--- src/rtl/var_delay_shift.sv ---
// Runtime-programmable multi-channel delay line with valid tracking and clock-enable stall.
// Optional settle FSM built when VAR_DELAY_SETTLE_EN is defined.
module var_delay_shift #(
    parameter int WIDTH     = 16,
    parameter int CHANNELS  = 1,
    parameter int MAX_DEPTH = 16,
    parameter int RST_DELAY = 1,
    parameter int DW        = $clog2(MAX_DEPTH + 1)
) (
    input  logic                      clk,
    input  logic                      rst_n,
    input  logic                      i_en,
    input  logic [DW-1:0]             i_delay,
    input  logic                      i_delay_load,
    input  logic                      i_valid,
    input  logic [WIDTH*CHANNELS-1:0] i_data,
    output logic                      o_valid,
    output logic [WIDTH*CHANNELS-1:0] o_data,
    output logic [DW-1:0]             o_delay,
    output logic                      o_busy
);
    localparam int BW = WIDTH * CHANNELS;
    localparam int AW = (MAX_DEPTH > 1) ? $clog2(MAX_DEPTH) : 1;
    localparam logic [DW-1:0] DEPTH_MAX = DW'(MAX_DEPTH);
    localparam logic [DW-1:0] DELAY_RST = DW'(RST_DELAY);
    localparam logic [DW-1:0] DELAY_ONE = DW'(1);

    logic [BW-1:0] stage_data_q  [MAX_DEPTH];
    logic [BW-1:0] stage_data_d  [MAX_DEPTH];
    logic          stage_valid_q [MAX_DEPTH];
    logic          stage_valid_d [MAX_DEPTH];

    logic [DW-1:0] delay_q, delay_d;
    logic [DW-1:0] load_val;
    logic          delay_change;
    logic [AW-1:0] tap_idx;
    logic          tap_valid;

    // Channels travel together as one bus word, so no per-channel logic is needed.
    always_comb begin
        for (int k = 0; k < MAX_DEPTH; k++) begin
            stage_data_d[k]  = stage_data_q[k];
            stage_valid_d[k] = stage_valid_q[k];
        end
        if (i_en) begin
            stage_data_d[0]  = i_data;
            stage_valid_d[0] = i_valid;
            for (int k = 1; k < MAX_DEPTH; k++) begin
                stage_data_d[k]  = stage_data_q[k-1];
                stage_valid_d[k] = stage_valid_q[k-1];
            end
        end
    end

    genvar gi;
    generate
        for (gi = 0; gi < MAX_DEPTH; gi++) begin : g_stage
            always_ff @(posedge clk or negedge rst_n) begin
                if (!rst_n) begin
                    stage_data_q[gi]  <= '0;
                    stage_valid_q[gi] <= 1'b0;
                end else begin
                    stage_data_q[gi]  <= stage_data_d[gi];
                    stage_valid_q[gi] <= stage_valid_d[gi];
                end
            end
        end
    endgenerate

    // Requested delay is clamped into 1..MAX_DEPTH before it is compared or applied.
    always_comb begin
        load_val = i_delay;
        if (i_delay == '0) begin
            load_val = DELAY_ONE;
        end else if (i_delay > DEPTH_MAX) begin
            load_val = DEPTH_MAX;
        end
        delay_change = i_delay_load && (load_val != delay_q);
        delay_d      = delay_change ? load_val : delay_q;
    end

    always_ff @(posedge clk or negedge rst_n) begin
        if (!rst_n) begin
            delay_q <= DELAY_RST;
        end else begin
            delay_q <= delay_d;
        end
    end

    assign tap_idx   = AW'(delay_q - DELAY_ONE);
    assign tap_valid = stage_valid_q[tap_idx];
    assign o_data    = stage_data_q[tap_idx];
    assign o_delay   = delay_q;

`ifdef VAR_DELAY_SETTLE_EN
    typedef enum logic {
        S_IDLE,
        S_SETTLE
    } state_t;

    state_t        state_q, state_d;
    logic [DW-1:0] cnt_q, cnt_d;

    // A fresh change restarts the count; otherwise count enabled edges down to 1.
    always_comb begin
        state_d = state_q;
        cnt_d   = cnt_q;
        if (delay_change) begin
            state_d = S_SETTLE;
            cnt_d   = load_val;
        end else if (state_q == S_SETTLE && i_en) begin
            if (cnt_q <= DELAY_ONE) begin
                state_d = S_IDLE;
                cnt_d   = '0;
            end else begin
                cnt_d = cnt_q - DELAY_ONE;
            end
        end
    end

    always_ff @(posedge clk or negedge rst_n) begin
        if (!rst_n) begin
            state_q <= S_IDLE;
            cnt_q   <= '0;
        end else begin
            state_q <= state_d;
            cnt_q   <= cnt_d;
        end
    end

    assign o_busy  = (state_q == S_SETTLE);
    assign o_valid = tap_valid && (state_q != S_SETTLE);
`else
    assign o_busy  = 1'b0;
    assign o_valid = tap_valid;
`endif

endmodule

--- config.mk ---
export PLATFORM = sky130hd
export DESIGN_NAME = var_delay_shift
export DESIGN_NICKNAME = d
export VERILOG_FILES = /design/src/rtl/var_delay_shift.sv
export SDC_FILE = /design/constraint.sdc
export NUM_CORES = 1
export LEC_CHECK = 0
export CORE_ASPECT_RATIO = 0.5
export CORE_UTILIZATION = 24
export CTS_BUF_LIST = sky130_fd_sc_hd__clkbuf_8
export DETAILED_ROUTE_END_ITERATION = 6
export PLACE_DENSITY_LB_ADDON = 0.2
export RECOVER_POWER = 25
export SYNTH_ARGS = -nofsm -noshare
export SYNTH_HDL_FRONTEND = slang
export SYNTH_SLANG_ARGS = --single-unit
--- constraint.sdc ---
create_clock -name clk -period 3.38 [get_ports clk]
set_input_delay 0.338 -clock clk [delete_from_list [all_inputs] [get_ports clk]]
set_output_delay 0.338 -clock clk [all_outputs]
set_load 0.005 [all_outputs]
**Run 1: close-up of the layout**

Region (151, 37) to (176, 62) um. Cells in grey, sequential cells in the stronger grey; small squares are vias.
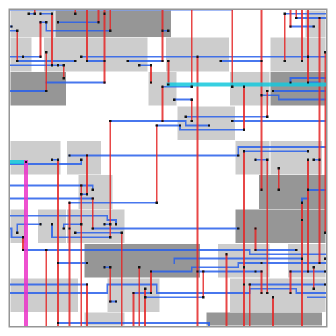
Key: red = metal 2; blue = metal 1; magenta = metal 4; cyan = metal 3
Netlist names of flops here include stage_data_q (4). 23 logic cells have their middle in the window. Most frequent: mux2_2 (5), dfrtp_1 (4). Sequential cells in the window: 4.

**Run 1: sequential cells coloured by netlist name**

Scale: 1 px per um.
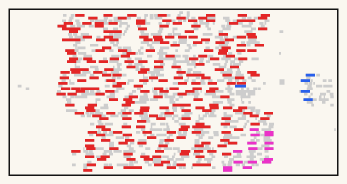
Key: magenta = stage_valid_q [placed flops 16, where lower right]; blue = o_delay [placed flops 5, where middle right]; red = stage_data_q [placed flops 256]
register area: 6940 sq um
Seq power: 5470 uW
Final Util: 30.1%
fraction of area in registers: 44.3%

==> ci_impl_report.md, run 1 <==
### Yosys + OpenROAD results

| Metric | Value |
|---|---|
| Most used flip-flop cell | dfrtp_1 |
| Slew Viols, Final | roughly 200 |
| # port buffers | around 47 |
| Critical path capture point | o_data[2] |
| P_leak | 0.00638 uW |
| Reg2Reg Capture Point | o_delay[2]$_DFFE_PN0P_ |
| Worst R2R Setup Slack | roughly 1.7 ns |
| Top cell excl fill/tap | dfrtp_1 |
| Seq pwr share | between 40 and 50% |
| CP Launch Type | register |
| Share of cells above drive strength 1 | a little under three fifths |
| Cycle use final | 96.0% |
| Worst hold path type | input pin to register |
| CTS resizes | about 72 |
| Die Ht | 164 um |
| P_sw | slightly below 4000 uW |
| Comb area share | 35.6% |
| WHS Endpoint | stage_data_q[242]$_DFFE_PN0P_ |
| Synth flops | 277 |
| Status | finished, violations left |
| IO Count | roughly 49 |
| Mapped Area | between 10000 and 15000 sq um |
| Hold_buf cts | 1 |
| Compound Share, Synth | about 2.1% |
| Tap Count | 701 |
| Shortest period the worst path allows | 3.24 ns |
| Seq/Total Area, Yosys | between 50% and 60% |
| YS chip area | approximately 13000 sq um |
| Placement Rows | 59 |
| Fmax | slightly above 300 MHz |
| Crit-path cells | inv_2, ha_4, xor2_4, buf_6, buf_12, mux4_2, mux2i_4, a21oi_2, dlygate4sd2_1 |
| PD cells | about 800 nW/um^2 |
| Instance count on the critical path | 9 |
| Data required, critical path | 3.04 ns |
| Final wirelength | 27800 um |
| Worst-skew pair later-pin latency | 0.59 ns |
| GPL Wtd Cong | 0.704 |
| Largest net degree at the start of global routing | between 100 and 150 |
| Die area | about 54000 sq um |
| Clk buf depth | 3 |
| Net Sw Frac | 30.3% |
| Crit path capture type | output port |
| Critical Path Fanout Max | 7 |
| DRT antenna net count | 0 |
| Worst hold stages | 2 |
| Hold Startpoint | i_data[2] |
| CTS tree | done |
| Worst vdd ir | 0.000213 V |
| Cells after Synth | 772 |
| Xor+xnor area frac | 0.336% |
| Root Buffer | clkbuf_8 |
| Avg Inst Size Synth | 16.4 sq um |
| Non-clk buf share | between 8 and 9% |
| Adders+Majority by Area | less than 1% |
| Init Core Util | between 20% and 30% |
| Largest delay share family, worst path | buffers and inverters |
| Post-synthesis simple-gate area fraction | roughly 1.3% |
| Initial antenna violation count | 0 |
| Failing checks | capacitance limit, slew limit |
| Final Hold Viols | 0 |
| Slowest cell on crit path | dfstp_4 |
| Max Cap Violations | 3 |
**Run 1: congestion heat map**

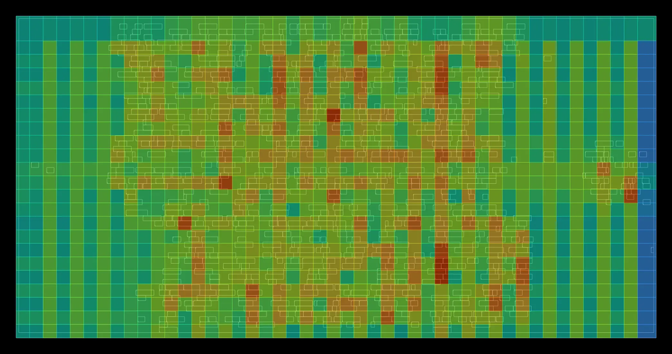
GRT Util Overall: 10.4%
GRT met1 Usage: 15.9%
GRT busiest layer: met1

==> run 1: metal layers <==
metal	up-vias	GRT usage [%]	part of all wire, %
li1	3128	-	-
met1	3742	15.9	53
met2	92	14.4	42
met3	43	2.19	3.5
met4	0	3.10	1.9
met5	-	0	0
==> run 1: per-stage QoR <==
step	power, uW	setup slack, ns	cells	hold WS [ns]	setup TNS, ns
after CTS	12800	-0.0866	1598	0.283	-0.126
after detailed placement	9180	0.286	1489	0.354	0
after global placement	9070	0.294	1489	0.345	0
final	12800	0.136	1612	0.364	0
after floorplan	7720	0.812	772	0.0424	0
after global routing	13600	0.000361	1612	0.330	0
==> run 1: power groups by stage <==
stage | clock network, uW | logic [uW] | registers (uW)
after floorplan | 0 | 2550 | 5160
after global placement | 0 | 3600 | 5470
after detailed placement | 0 | 3670 | 5510
after CTS | 3290 | 4050 | 5460
after global routing | 3440 | 4520 | 5670
final | 3120 | 4180 | 5470
==> run 1: cells in the mapped netlist, types with 3 or more instances <==
cell type / n / area (sq um)
a21oi_1: 18 / 90.1
xnor2_1: 3 / 26.3
inv_1: 4 / 15.0
dfrtp_1: 276 / 6910
buf_2: 31 / 155
mux4_2: 44 / 991
nor2b_1: 19 / 119
buf_6: 4 / 45.0
a211oi_1: 17 / 128
buf_4: 4 / 30.0
mux2_2: 275 / 3100
nor3_1: 3 / 15.0
clkbuf_1: 14 / 52.6
mux2i_1: 19 / 190
mux4_1: 24 / 631
==> run 1: registers in the layout, indices dropped and copies added, names as in the netlist <==
register	count
stage_data_q	256
stage_valid_q	16
o_delay	5
**Run 1: I/O pins on the die edge**

Scale: 2 px per um. Pins as bars across the die edge, other pins in grey.
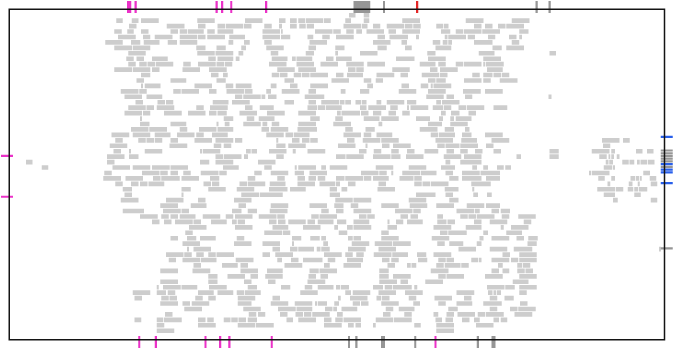

--- run 2 (diff from run 1) ---
Settings changed: CELL_PAD_IN_SITES_DETAIL_PLACEMENT set to 1, CELL_PAD_IN_SITES_GLOBAL_PLACEMENT set to 1, SKIP_CTS_REPAIR_TIMING set to 1.
**Run 2: I/O pins on the die edge**

Scale: 2 px per um. Pins as bars across the die edge, other pins in grey.
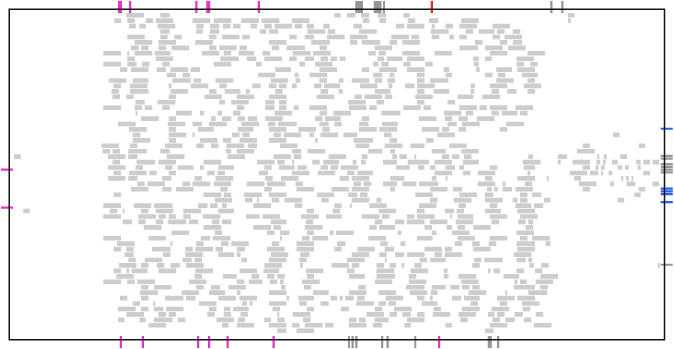
Key: blue = o_delay [pins 5, direction output, edge right]; red = i_en [pins 1, direction input, edge top]; magenta = i_data [pins 16, direction input, edge 7 bottom, 7 top, 2 left]
All pins by edge: 19 top, 16 bottom, 12 right, 2 left.
# port buffers: 47
die width: 327 um

**Run 2: sequential cells coloured by netlist name**

Scale: 1 px per um.
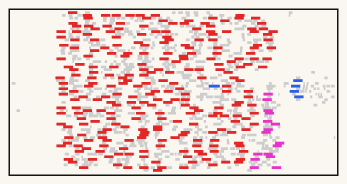
Key: magenta = stage_valid_q [placed flops 16, where lower right]; blue = o_delay [placed flops 5, where middle right]; red = stage_data_q [placed flops 256]
Seq power: 5460 uW
fraction of area in registers: 44.7%
Final Util: 29.8%

==> ci_impl_report.md, run 2 <==
### Yosys + OpenROAD results

| Metric | Value |
|---|---|
| Hold Startpoint | i_data[6] |
| Worst hold stages | 2 (unchanged) |
| Status | finished, violations left |
| Fmax | 283 MHz (-8.1%) |
| Hold_ws | 0.361 ns (-0.00307 ns) |
| Avg Inst Size Synth | 16.4 sq um (unchanged) |
| EDFF count, synth | 0 |
| Final Setup Violations | 5 |
| CTS tree | done |
| Root Buffer | clkbuf_8 |
| Seq pwr share | 43.4% (+0.5 points) |
| Layout net count | a little under 900 |
| Most flop-heavy register | stage_data_q |
| DRT antenna net count | 0 (unchanged) |
| Failing checks | capacitance limit, slew limit, setup timing |
| Fin Setup TNS | -0.386 ns (-0.386 ns) |
| CP Launch Type | register |
| Max Cap Violations | 2 (-1) |
| YS chip area | 12700 sq um (unchanged) |
| Largest net degree at the start of global routing | 101 (-4.7%) |
| Die area | 53800 sq um (unchanged) |
| Mapped Area | 12700 sq um (unchanged) |
| GRT Util Overall | 10.6% (+0.16 points) |
| Total Power | 12600 uW (-1.3%) |
| Data required, critical path | 3.04 ns (about the same) |
| Final non-filler cell total | 1595 (-1.1%) |
| Worst vdd ir | 0.000231 V (+8.1%) |
| Net Sw Frac | 30.4% (+0.081 points) |
| Critical Path Fanout Max | 10 (+3) |
| Synth flops | 277 (unchanged) |
| WHS Endpoint | stage_data_q[246]$_DFFE_PN0P_ |
| Init Core Util | 24.3% (unchanged) |
| Largest register FFs | 256 (unchanged) |
| IO Count | 49 (unchanged) |
| Post-synth top area cell | dfrtp_1 |
| Post-Place Cells | 1487 (-0.13%) |
| Cycle use final | 104% (+8.5 points) |
| Largest delay share family, worst path | buffers and inverters |
| TritonCTS buffer count | 48 |
| Worst R2R Setup Slack | 1.61 ns (-0.11 ns) |
| Pre-CTS WS | 0.323 ns (+0.0375 ns) |
| Initial antenna violation count | 0 (unchanged) |
| Top cell excl fill/tap | dfrtp_1 |
| Tool warning count | 29 |
| Yosys top cell by instances | dfrtp_1 |
| Max-area cell share | 54.5% (unchanged) |
| Most used flip-flop cell | dfrtp_1 |
| Top cells by count, synth | dfrtp_1 (276), mux2_2 (275), mux4_2 (44), buf_2 (31), mux4_1 (24) |
| Share of cells above drive strength 1 | 52.1% (-3.2 points) |
| Slew Viols, Final | 189 (-7.4%) |
| Crit-path cells | inv_1, ha_4, xor2_4, buf_12, buf_12, clkbuf_16, nor2b_1, a211oi_2, a21oi_2, buf_4, clkdlybuf4s50_1 |
| Top cells by area | dfrtp_1 (55%), mux2_2 (24%), mux4_2 (7.8%), mux4_1 (5.0%), mux2i_1 (1.5%) |
| Slowest cell on crit path | dfstp_4 |
| Reg2Reg Capture Point | o_delay[2]$_DFFE_PN0P_ |
| Final wirelength | 29300 um (+5.2%) |
| Placed cell area | ~14000 sq um |
| PD cells | 812 nW/um^2 (-0.48%) |
| Instance count on the critical path | 11 (+2) |
| GPL Wtd Cong | 0.688 (-2.2%) |
| WS Path Type | register to output port |
| P_sw | 3830 uW (-1.0%) |
| Cells after Synth | 772 (unchanged) |
| Setup WS post-layout | -0.149 ns (-0.286 ns) |
| Register-to-Register Path Depth | 4 |
| Worst-skew pair later-pin latency | 0.59 ns (about the same) |
| Placement Rows | 59 (unchanged) |
| Clk buf depth | 3 (unchanged) |
| P_leak | 0.00643 uW (+0.81%) |
| Shortest period the worst path allows | 3.53 ns (+0.286 ns) |
| Final Hold Viols | 0 (unchanged) |
| Crit path capture type | output port |
| Seq/Total Area, Yosys | 54.7% (unchanged) |
| Layout area overhead | 22.5% |
-- run 2: cell counts after synthesis --
No cell type changed its count.
-- run 2: worst max path at each step --
stage,startpoint,end,slack [ns]
floorplan,o_delay[0]$_DFFE_PN1P_,o_data[10],0.81
global placement,o_delay[0]$_DFFE_PN1P_,o_data[4],0.32
detailed placement,o_delay[0]$_DFFE_PN1P_,o_data[6],0.32
CTS,o_delay[0]$_DFFE_PN1P_,o_data[6],-0.36
global route,o_delay[0]$_DFFE_PN1P_,o_data[4],-0.29
finish,o_delay[0]$_DFFE_PN1P_,o_data[4],-0.15
-- run 2: logic make-up after synthesis --
kind of cell / count (synthesis) / synth area share, %
buffers and inverters: 59 / 2.67
AND/OR/NAND/NOR: 26 / 1.26
other: 1 / 0.0296
flip-flops: 277 / 54.7
adder cells (fa/ha/maj): 1 / 0.0988
AND-OR/OR-AND: 42 / 2.11
multiplexers: 362 / 38.8
XOR/XNOR: 4 / 0.336
-- run 2: power by group through the flow --
stage / Sequential, uW / Clock (uW) / Combinational, uW
floorplan: 5160 / 0 / 2550
global placement: 5450 / 0 / 3590
detailed placement: 5520 / 0 / 3670
CTS: 5470 / 3250 / 3690
global route: 5670 / 3390 / 4410
finish: 5460 / 3090 / 4050
-- run 2: cell type report --
cell class                      count  area (sq um)  area share (%)
Clock inverter                     25           144           0.927
Timing Repair Buffer               93          1220            7.85
Clock buffer                       59           812            5.23
Inverter                            4          15.0          0.0968
Sequential cell                   277          6940            44.7
Tap cell                          701           877            5.65
Multi-Input combinational cell    436          5510            35.5
-- run 2: metal layers --
layer / share of wire, % / track usage (%)
met3: 3.2 / 2.22
met2: 45 / 16.1
met5: 0 / 0
met4: 2.4 / 3.89
met1: 50 / 14.8
Power figures rest on the tool's default switching activity, not on a simulated workload.
